==> config.mk <==
export PLATFORM = sky130hd
export DESIGN_NAME = rvfpm_xif_arbiter
export DESIGN_NICKNAME = d
export VERILOG_FILES = /design/src/rtl/rvfpm_xif_arbiter_pkg.sv /design/src/rtl/rvfpm_commit_fifo.sv /design/src/rtl/rvfpm_xif_arbiter.sv
export SDC_FILE = /design/constraint.sdc
export NUM_CORES = 1
export LEC_CHECK = 0
export ABC_AREA = 1
export CAP_MARGIN = 20
export CORE_AREA = 2 2 202 204
export CTS_CLUSTER_DIAMETER = 120
export DETAILED_ROUTE_END_ITERATION = 8
export DIE_AREA = 0 0 204 206
export GPL_ROUTABILITY_DRIVEN = 1
export RECOVER_POWER = 100
export SYNTH_ARGS = -nofsm -noshare
export SYNTH_HDL_FRONTEND = slang
export SYNTH_SLANG_ARGS = --single-unit
==> constraint.sdc <==
create_clock -name ck -period 2.35 [get_ports ck]
set_clock_uncertainty 0.2 [all_clocks]
set_input_delay 0.47 -clock ck [delete_from_list [all_inputs] [get_ports ck]]
set_output_delay 0.47 -clock ck [all_outputs]
set_load 0.01 [all_outputs]
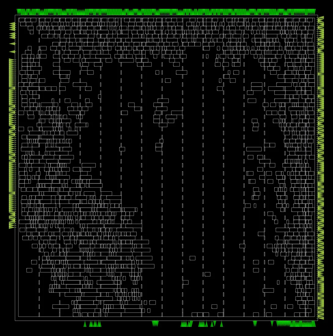
*Placement view*
tapcell count: 532
flip-flop and latch share of the layout cell area: 13.0%
final cell count without fillers: 2019
seq_cells: 70

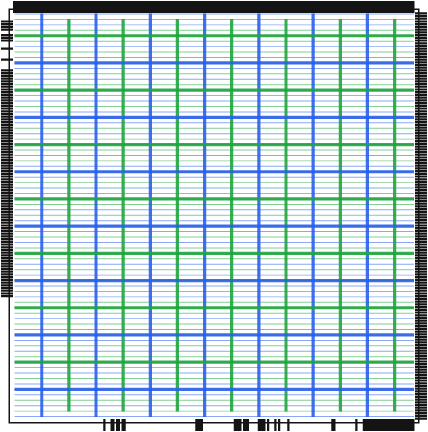
*Power grid*
(2 px per um) Pins as bars on the die edge.
Key: blue = VSS; green = VDD
14 straps on met5. 14 straps on met4. The core has 74 rows. 518 signal pins sit on the boundary. 75 met1 rails follow the rows.
die extent in y: 206 um
Core Box Area: 40200 um2

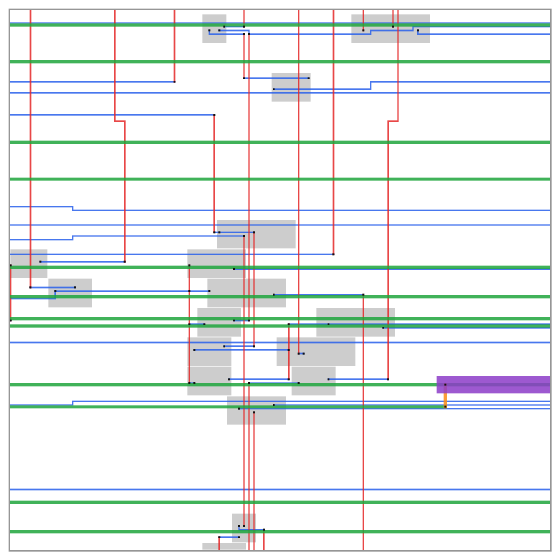
*Close-up of the layout*
Window x 77 to 127, y 119 to 169 um. Cells in gray, sequential cells in the stronger gray; small squares are vias.
Key: blue = metal 1; orange = metal 4; purple = metal 5; red = metal 2; green = metal 3
16 logic cells have their middle in the window. Sequential cells in the window: 0. Most frequent: buf_6 (5), buf_12 (4).

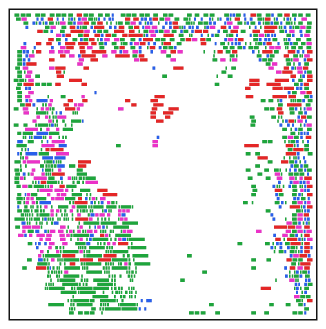
*Sizing map*
(1.5 px per um)
Key: green = _0 and _1 cells [cells 820, share 55%, most used clkdlybuf4s50_1]; blue = _2 cells [cells 285, share 19%, most used nand2_2]; red = _6 and larger [cells 174, share 12%, most used buf_6]; magenta = _3 and _4 cells [cells 202, share 14%, most used nand2_4]
synth-to-layout area growth: 134%
worst setup margin: -0.171 ns
finished layout cell area: 13900 um2
Buffers excl. clock: 589

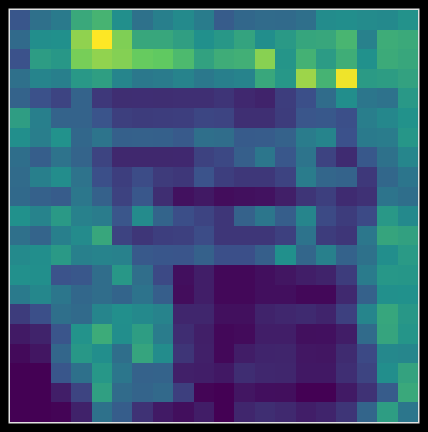
*Wiring heat map*
(2 px per um) The die is cut into 20 by 21 equal tiles; dark purple is low, yellow is high, scaled to the fullest tile. Values are wire area over tile area, all layers added.
The mean over all tiles is 0.20. 2.9% of the tiles are nearly empty. The fullest tile reaches 0.63. 18% of the tiles are over half the peak. The emptiest ninth of the die: bottom center.
routed vias: 8413
per-cell routed wire length: 22.2 um
total routing resource utilization after global routing: 19.7%
sum of routed wire length over all layers: 44800 um

==> ds_physical_params.txt <==
Physical implementation characteristics

Parameter                              Value

Status
  Status .................. finished with violations
  Violated checks .................. negative setup slack

Global routing
  Overflow after GRT .................. 0
  Maximum number of pins on one net before global-route repair .................. 17
  First-pass GRT wire length .................. 58100 um
  Most Used Layer, Global Route .................. met2
  Met2 Resource Use GR .................. 26.2%
  Number of antenna violations at the first check in global routing .................. 40
  Met1 Resource Use GR .................. 23.4%
  Met3 track utilization from global routing .................. 17.6%
  Via count of the first global-routing pass .................. 7991

Power
  Proportion of total power due to net switching .................. 42.3%
  Clk network pwr share .................. 12.3%
  P per Cell Area .................. 792 nW/um2
  Cell internal power dissipation .................. 0.00636 W
  Relative contribution of combinational cells to total power .................. 73.1%
  IR Drop Worst-Case VDD .................. 466 uV
  Leakage power total .................. 6.43 nW
  Switching pwr .................. 0.00466 W

Final timing
  Max-slew violation total from the final report .................. 0
  Worst setup margin .................. -0.171 ns
  Portion of the clock cycle consumed by the worst path in the final layout .................. 107%
  Actual slew at the worst max-slew pin .................. 0.423 ns
  Final setup violation count .................. 140
  Fmax .................. 397 MHz
  Aggregate negative setup slack .................. -10.86 ns
  Unrepaired setup endpoints after global routing .................. yes
  Worst slew slack as a fraction of its limit .................. 71.7%
  Number of failing hold endpoints at the final stage .................. 0
  Min cycle time layout .................. 2.52 ns

Critical path
  CP Capture Type .................. output port
  CP max FO .................. 8
  Category of the most critical setup path .................. in2out
  Sort of element at the start of the critical path .................. input pin
  Number of cells on the worst reg-to-reg path .................. 14
  Register-to-register path setup slack .................. -0.16 ns
  Endpoint required time on the critical path .................. 1.68 ns

Synth
  Top cells by area in the synthesized netlist .................. nand2_1 33%, edfxtp_1 20%, dfxtp_1 10%
  Ys cells .................. 964
  Synth Warn # .................. 0
  Sequential element share of the synthesized area .................. 30.3%
  Tally of unique sky130hd cells used after synthesis .................. 38
  Floorplan Nets .................. 1314
  Proportion of synthesized flip-flops having asynchronous set or reset .................. 0%
  Yosys stat area .................. 5940 um2
  Post-Syn Area .................. 5940 um2
  Area leader, netlist .................. nand2_1
  Area share of the largest cell type after synthesis .................. 32.8%
  Instance tally after logic synthesis .................. 964
  Top cell type by instance count after synthesis .................. nand2_1
  Count of library flops with an enable pin .................. 40
  Top cell types by occurrence after synthesis .................. 520 x nand2_1, 64 x inv_1, 61 x o21ai_0, 49 x nor2_1, 44 x buf_4
  Seq cells post-synth .................. 70
  Average size of a mapped cell .................. 6.16 um2
  Commonest flop .................. edfxtp_1

Floorplan
  Overall die width .................. 204 um
  Number of core rows .................. 74
  Chip area .................. 42000 um2
  Number of primary I/O pins .................. 518
  Initial cell density of the core .................. 14.8%

Clocking
  Post-cts hold buffer count .................. 0
  Clock Latency Late Sink .................. 0.33 ns
  Clock tree root driver cell .................. clkbuf_16
  Clk pin slew, worst setup/hold paths .................. 0.06 ns
  Maximum clock insertion buffer count .................. 2
  Clock H-tree levels .................. 3
  TritonCTS sink count .................. 70
  CTS tree .................. done

Route
  Sum of routed wire segments on met1 .................. 17200 um
  Number of routed nets with antenna violations .................. 0
  Uppermost layer routed .................. met5
  Length of the first detailed-routing pass in iterations .................. 5
  Residual DRC count .................. 0
  Vias per std cell .................. 4.17
  DRC marker count from the first detailed-route iteration .................. 468
  Met3 routed WL .................. 8970 um

Finish
  Fill cell total of the finished layout .................. 4144
  Most frequently placed logic cell in the final layout .................. clkdlybuf4s50_1
  Highest-count cells in the layout ignoring fill and taps .................. 281 x clkdlybuf4s50_1, 252 x nand2_1, 175 x nand2_2, 95 x nand2_4, 92 x buf_6
  Share of post-route cells with drive strength above 1 .................. 44.6%
  Core occupancy in the finished layout .................. 34.6%
  Net count of the finished layout .................. 1826

Hold path
  Hold Path Depth .................. 2
  Path type of the worst min-delay path .................. reg2reg

Placed design
  Routability Congestion .................. 0.854
  Dpl hpwl .................. 35800 um
  Post-placement cell count .................. 1940
  Area after DPL .................. 11300 um2

Flow run
  Tally of max-capacitance violations .................. 0
  OpenROAD warning count .................. 30
==> cell type report <==
type,count,area [um2],area share [%]
Timing Repair Buffer,589,6060,43.6
Multi-Input combinational cell,736,4780,34.4
Sequential cell,70,1810,13.0
Tap cell,532,666,4.79
Inverter,70,280,2.02
Clock buffer,9,225,1.62
Clock inverter,7,73.8,0.531
Antenna cell,6,15.0,0.108
==> kinds of logic after synthesis <==
kind of cell | synth area share [%]
DFF | 30.3
and+or+nand+nor | 42.3
AOI/OAI and AO/OA | 8.40
xor gates and xnor gates | 0.590
buffers and inverters | 13.4
adders and majority gates | 5.01
==> what timing repair did <==
item / CTS / global route
setup endpoints to repair: 208 / 153
pin swaps: 32 / 64
setup buffers: 44 / 9
cloned: 16 / 4
resized: 899 / 300
==> per-stage QoR <==
step | hold WS, ns | power [W] | worst slack (ns)
6_report | 0.252 | 0.0110 | -0.171
5_1_grt | 0.267 | 0.0117 | -0.270
4_1_cts | 0.254 | 0.0102 | -0.256
3_5_place_dp | 0.243 | 0.00723 | -0.810
3_3_place_gp | 0.237 | 0.00717 | -0.790
2_1_floorplan | 0.226 | 0.00423 | -0.0524
==> power groups by stage <==
stage | Sequential (W) | Combinational, W | Clock, W
2_1_floorplan | 0.00159 | 0.00263 | 0
4_1_cts | 0.00161 | 0.00719 | 0.00137
6_report | 0.00161 | 0.00805 | 0.00136
5_1_grt | 0.00163 | 0.00862 | 0.00145
3_5_place_dp | 0.00162 | 0.00561 | 0
3_3_place_gp | 0.00161 | 0.00556 | 0
==> critical path: stages <==
cell and delay (ns):
dlygate4sd2_1 0.24, nand2_2 0.08, nand2_2 0.07, nand3_4 0.18
inv_8 0.15, buf_12 0.17, buf_8 0.15, buf_4 0.12
nand2_2 0.04, nand2_1 0.05, buf_2 0.12
Power is estimated from default activity; no workload was simulated.
